==> config.mk <==
export PLATFORM = sky130hd
export DESIGN_NAME = csa_frame_accumulator
export DESIGN_NICKNAME = d
export VERILOG_FILES = /design/src/rtl/csa_frame_accumulator.sv
export SDC_FILE = /design/constraint.sdc
export NUM_CORES = 1
export LEC_CHECK = 0
export CAP_MARGIN = 30
export CORE_MARGIN = 1.5
export CORE_UTILIZATION = 52
export DETAILED_ROUTE_END_ITERATION = 7
export PLACE_DENSITY = 0.78
export SLEW_MARGIN = 0
export SYNTH_ARGS = -nofsm -noshare
export SYNTH_HDL_FRONTEND = slang
export SYNTH_SLANG_ARGS = --single-unit
==> constraint.sdc <==
create_clock -name clk -period 2 [get_ports clk]
set_input_delay 0.3 -clock clk [delete_from_list [all_inputs] [get_ports clk]]
set_output_delay 0.3 -clock clk [all_outputs]
set_load 0.005 [all_outputs]
run_1/port_trees.png
(6 px per um)
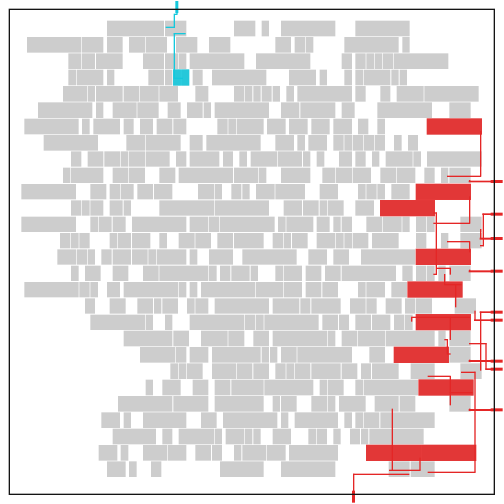
colour	port	bits	direction	end cells	wire
cyan	out_ready	1	input	2	15.3 um
red	sum	10	output	10	186 um
Port Buf Inserts: 29
Top Ports: 30

run_1/placed.png
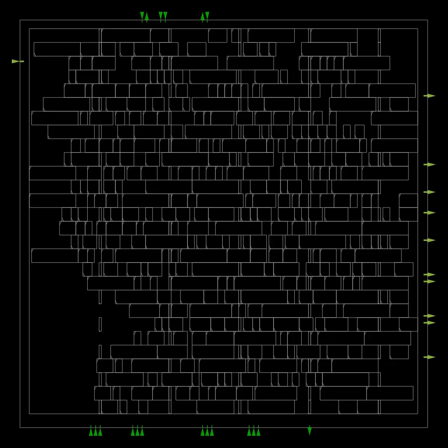
share of the final layout cell area in sequential cells: 0.312
tap cells: 75
placeable core region: 5850 um2
number of filler instances in the final layout: 450
number of flip-flops and latches: 50

run_1/class_map.png
(3 px per um)
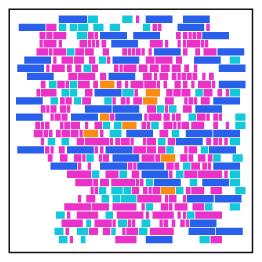
colour	class	cells
blue	registers	50
orange	clock drivers and dummy loads	8
cyan	remaining buffers and delay cells	74
magenta	remaining logic cells	273
area of all placed cells without fillers: 4010 um2
Final Util: 0.686
row cnt: 28

==> run summary, run 1 <==
Implementation numbers.

- The CTS log lists the clock sinks for this run as 50.
- Per the detail_route report, DRC violations left total 0.
- Overall power consumption after layout is estimated at 3.58 mW.
- The maximum VDD drop is 0.000509 V.
- The data arrival time reported for the critical path is 2.58 ns.
- The layout summary lists the proportion of cells stronger than drive strength 1 as 0.252.
- Of the total power, registers draw 0.361.
- Timing would allow up to 0.426 GHz.
- The worst path buffer plus inverter count is 3.
- The post-route worst hold slack is 0.300 ns.
- The total power divided by cell area is 893 nW/um2.
- The largest fanout on the critical path is 2.
- The initial detailed-routing violation count is 113.
- The detailed-routing iteration count for the pre-antenna-repair pass is 4.
- The reg2reg setup slack is -0.10 ns.
- The flip-flop count of the largest register, all copies and words added is 14.
- Of the total synthesized cell area, the portion taken by XOR and XNOR cells is 0.0475.
- The post-CTS resize count is 44.
- Measured against its own limit, the worst slew margin works out to 0.712.
- The synthesized netlist occupies a cell area of 3130 um2.
- The pre-placement core utilization is 0.535.
- The dominant delay contributor by cell family on the critical path is adder cells.
- The count of final hold-check violations is 0.
- By area, the combinational part of the netlist is dominated by AND-OR/OR-AND gates.
- The final number of setup-violating endpoints is 10.
- Setup repair after global routing could not meet its margin everywhere.
- The number of enable flip-flop cells is 0.
- The flow ran to the end, but the final reports show violations.
- The cell-internal power is 2.29 mW.
- The initial antenna violation count came to 0.
- The setup skew after layout is 0.0146 ns.
- Of all flip-flops after synthesis, the portion carrying an async set or reset was 1.00.
- In this run the remaining antenna-violating nets after routing total 0.
- Per the final report, max-transition violations number 0.
- The share of the clock period used by the worst path after layout is 1.17.
- TritonCTS built the clock tree.
- The worst path in the final design needs a cycle of 2.35 ns, including I/O delays and setup.
- On the critical path, the stage with the largest delay is an instance of sky130_fd_sc_hd__fa_1.
- The number of vias per cell is 5.36.
- Each instance of the synthesized netlist takes up on average 9.27 um2.
- The final timing report gives a worst setup slack of -0.350 ns.
- The report puts the cell count of the worst reg-to-reg path at 8.
- The critical path is of the input pin to register type.
- The overflow left after global routing is 0.
- Measured against the total synthesized area, the mux share comes to 0.0212.
- The number of violations of the max-capacitance limit is 0.
- Buffers inserted during clock tree synthesis total 5.
- The dominant register cell in the synthesized netlist is sky130_fd_sc_hd__dfrtp_1.
- The path type of the worst min-delay path is input pin to asynchronous set/reset pin.
- The power spent charging and discharging nets is 1.29 mW.
- The horizontal die dimension is 80.6 um.
- The average wire per cell in the routed design is 13.6 um.
- The synthesis log from Yosys contains 0 warnings.
- After clock tree synthesis, the setup repair step added 6 buffers.
- The first global-routing pass estimated 11100 um of wire.
- Looking at the gate-level netlist, the highest instance count belongs to sky130_fd_sc_hd__nand2_1.
- After its last routability iteration, the placer logged a weighted congestion of 0.892.
- The count of state elements after synthesis is 50.
- The sum of negative setup slack is -1.60 ns.
- The repair_antennas step left the layout with diodes totalling 0.
- The final reports fail on setup timing.
- All stages included, the depth of the critical timing path comes to 11.
- Per the synthesis report, the simple-gate share of the synthesized area is 0.140.
- The script extracted a total leakage power of 1.85 nW.
- The synthesized design spends more area on one cell type than any other, namely sky130_fd_sc_hd__dfrtp_1.
- The routed wire length is 6550 um.
- Of the total synthesized cell area, the portion taken by AND-OR and OR-AND cells is 0.184.
- Per the post-CTS timing run, clock transition at the registers of the reported paths is 0.10 ns.
- The maximum level of the CTS H-tree is 2.
- The pre-CTS setup slack is -1.16 ns.
- The wire-length estimate of the detail-placed layout is 4740 um.
run 1: power by group through the flow:
stage | Sequential [mW] | Clock [mW] | Combinational, mW
floorplan | 1.30 | 0 | 0.926
global placement | 1.30 | 0 | 1.45
detailed placement | 1.31 | 0 | 1.50
CTS | 1.29 | 0.682 | 1.57
global route | 1.31 | 0.714 | 1.81
finish | 1.30 | 0.672 | 1.62
run 1: final cells by class:
class                           instances  area [um2]  share of cell area
Timing Repair Buffer                   74         621               0.155
Tap cell                               75        93.8              0.0234
Multi-Input combinational cell        246        1830               0.457
Inverter                               27         109              0.0271
Clock buffer                            7        96.3              0.0240
Sequential cell                        50        1250               0.312
Clock inverter                          1        8.76             0.00218
run 1: per-stage QoR:
step                instance area, um2  utilization  cells
finish                            4010        0.686    480
global route                      4010        0.686    480
CTS                               3970        0.679    478
detailed placement                3800        0.649    464
global placement                  3800        0.649    464
floorplan                         3190            -    338
run 1: logic make-up (layout without fill, tap and decap cells):
family | Yosys count | after routing
and+or+nand+nor | 100 | 100
AOI/OAI and AO/OA | 91 | 91
DFF | 50 | 50
buffers and inverters | 42 | 109
adders and majority gates | 32 | 32
xor gates and xnor gates | 17 | 17
muxes | 6 | 6
run 1: per-layer routing:
metal / global-route usage / part of all wire
met2: 0.381 / 0.50
met3: 0.0398 / 0.026
met5: 0 / 0
met1: 0.267 / 0.45
met4: 0.0741 / 0.020
run 1: placed cells by master, fill, tap and decap left out, drive strengths merged, types with 3 or more instances in the layout:
master	count
nand4	4
clkdlybuf4s50	17
o31ai	7
a21oi	17
nor2b	4
ha	21
a211oi	4
a21o	7
o21ai	38
fa	11
a31o	3
xor2	9
clkbuf	7
xnor2	8
buf	51
dlygate4sd2	6
dfrtp	49
nor2	17
nand2b	4
mux2	5
nand2	59
inv	27
==> run 1 -> run 2 <==
--- a/config.mk
+++ b/config.mk
@@ -9,6 +9,7 @@
 export CORE_MARGIN = 1.5
 export CORE_UTILIZATION = 52
 export DETAILED_ROUTE_END_ITERATION = 7
+export HOLD_SLACK_MARGIN = 0.1
 export PLACE_DENSITY = 0.78
 export SLEW_MARGIN = 0
 export SYNTH_ARGS = -nofsm -noshare
run_2/ff_map.png
(3 px per um)
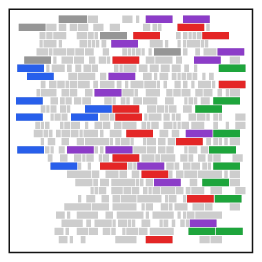
colour	signal	flops
green	sum	10
purple	r_c	13
red	r_s	14
blue	r_cnt	8
not coloured	5
flip-flop and latch area: 1250 um2
Flop+latch power: 1.30 mW

run_2/placed.png
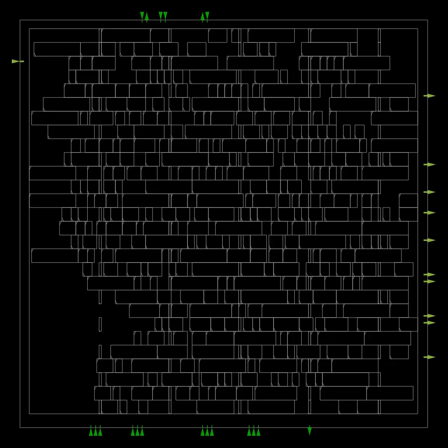
Cell Count, Final, Fillers Out: 480

run_2/clock_wires.png
(3 px per um)
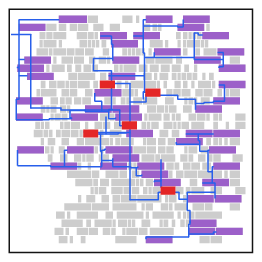
[blue] clock wires | length: 665 um
[purple] flip-flops | count: 50
[red] clock-net drivers | count: 5
routed clock nets	6
flops lie	all over the die
Insertion Delay late pin: 0.31 ns
reported clock group power: 0.672 mW

==> run 2 against run 1 <==
The flow still finishes with violations (setup timing). Wire length stayed put. Total power stayed put. Die area stayed put. Fmax stayed put. Clock skew stayed put. Cell area stayed put. Largest cell class unchanged. Setup slack stayed put. Global-route usage stayed put. Hold slack stayed put.
==> run summary, run 2 <==
Implementation numbers.

- The final count of pins violating max slew is 0 (unchanged).
- The detailed-routed wire length on met2 was 3270 um (unchanged).
- The fmax is 0.426 GHz (unchanged).
- The number of violations of the max-capacitance limit was 0 (unchanged).
- The post-synthesis average cell area is 9.27 um2 (unchanged).
- The half-perimeter wire length after placement came to 4740 um (unchanged).
- The final number of setup-violating endpoints is 10 (unchanged).
- The worst setup path is of the input pin to register kind.
- The netlist area before placement is 3130 um2 (unchanged).
- The worst setup slack after layout is -0.350 ns (unchanged).
- The detailed-routing iteration count for the pre-antenna-repair pass is 4 (unchanged).
- The path type of the worst min-delay path is input pin to asynchronous set/reset pin.
- The number of routed nets with antenna violations is 0 (unchanged).
- The multiplexer fraction of the synthesized cell area is 0.0212 (unchanged).
- The run finished, with violations left.
- The final critical-path required period came to 2.35 ns (unchanged).
- The detailed-route DRC error count was 0 (unchanged).
- The post-route worst hold slack is 0.300 ns (unchanged).
- The reg2reg setup slack was -0.10 ns (about the same).
- The maximum VDD drop was 0.000509 V (unchanged).
- The final cell utilization of the core is 0.686 (unchanged).
- The overflow left after global routing is 0 (unchanged).
- The simple-gate portion of the synthesized area came to 0.140 (unchanged).
- The number of buffers added by the clock tree synthesis step was 5 (unchanged).
- The maximum level of the CTS H-tree is 2 (unchanged).
- The sum of routed wire segments on met1 came to 2980 um (unchanged).
- The final reports fail on setup timing.
- The endpoint arrival time on the critical path is 2.58 ns (about the same).
- The pre-CTS setup slack is -1.16 ns (unchanged).
- The worst relative slew slack is 0.712 (unchanged).
- The wire length of the first global-routing pass was 11100 um (unchanged).
- The count of warnings emitted by yosys is 0 (unchanged).
- The initial detailed-routing violation count is 113 (unchanged).
- For this design, the slowest cell found on the critical path is sky130_fd_sc_hd__fa_1.
- The number of sinks on the clock net came to 50 (unchanged).
- The number of enable flip-flop cells is 0 (unchanged).
- The depth of the worst register-to-register path is 8 (unchanged).
- The post-route standard cell area excluding fillers was 4010 um2 (unchanged).
- The number of antenna diodes is 0 (unchanged).
- The dominant logic cell type in the layout is sky130_fd_sc_hd__nand2_1.
- The horizontal die dimension is 80.6 um (unchanged).
- The flip-flop count of the largest register, all copies and words added is 14 (unchanged).
- The pre-placement core utilization is 0.535 (unchanged).
- The share of final-layout standard cells stronger than drive strength 1 is 0.252 (unchanged).
- TritonCTS built the clock tree.
- Of the combinational cells, the family taking the most area is AND-OR/OR-AND gates.
- The reported leakage power came to 1.85 nW (unchanged).
- The placer's final routability congestion estimate came to 0.892 (unchanged).
- The met3 routed wirelength is 172 um (unchanged).
[run 2: cell families (layout without fill, tap and decap cells)]
| family | count (synthesis) | in the layout |
|---|---|---|
| muxes | 6 | 6 |
| and+or+nand+nor | 100 | 100 |
| DFF | 50 | 50 |
| adders and majority gates | 32 | 32 |
| buffers and inverters | 42 | 109 |
| xor gates and xnor gates | 17 | 17 |
| AOI/OAI and AO/OA | 91 | 91 |
[run 2: per-stage QoR]
step	setup TNS (ns)	instances
floorplan	-2.61	338
global placement	-8.88	464
detailed placement	-9.46	464
CTS	-1.61	478
global route	-2.49	480
finish	-1.60	480
[run 2: repair_timing]
action                                  4_1_cts  5_1_grt
resized                                      44       12
endpoints found under the setup margin       15       19
pin swaps                                    30       14
hold buffers                                  0        0
setup buffers                                 6        2
[run 2: worst max-delay path, delay by kind of cell]
family / cells / cell delay, ns
compound gates: 3 / 0.49
buf+inv: 3 / 0.15
simple gates: 1 / 0.14
fa+ha+maj: 4 / 1.50
[run 2: power breakdown]
part	internal, mW	switching, mW	total [mW]
Sequential	1.17	0.122	1.30
Clock	0.318	0.354	0.672
Combinational	0.800	0.817	1.62
[run 2: routing by layer]
layer | vias to the layer above | track usage
met3 | 15 | 0.0398
met5 | - | 0
met1 | 1232 | 0.267
li1 | 1282 | -
met2 | 43 | 0.381
met4 | 0 | 0.0741
[run 2: layout make-up]
class / instances / area (um2)
multi-input combinational: 246 / 1830
sequential: 50 / 1250
fill: 450 / 1840
clock inverter: 1 / 8.76
tap: 75 / 93.8
timing repair buffer: 74 / 621
inverter: 27 / 109
clock buffer: 7 / 96.3
No activity file was given, so power comes from the tool's default toggle rates.
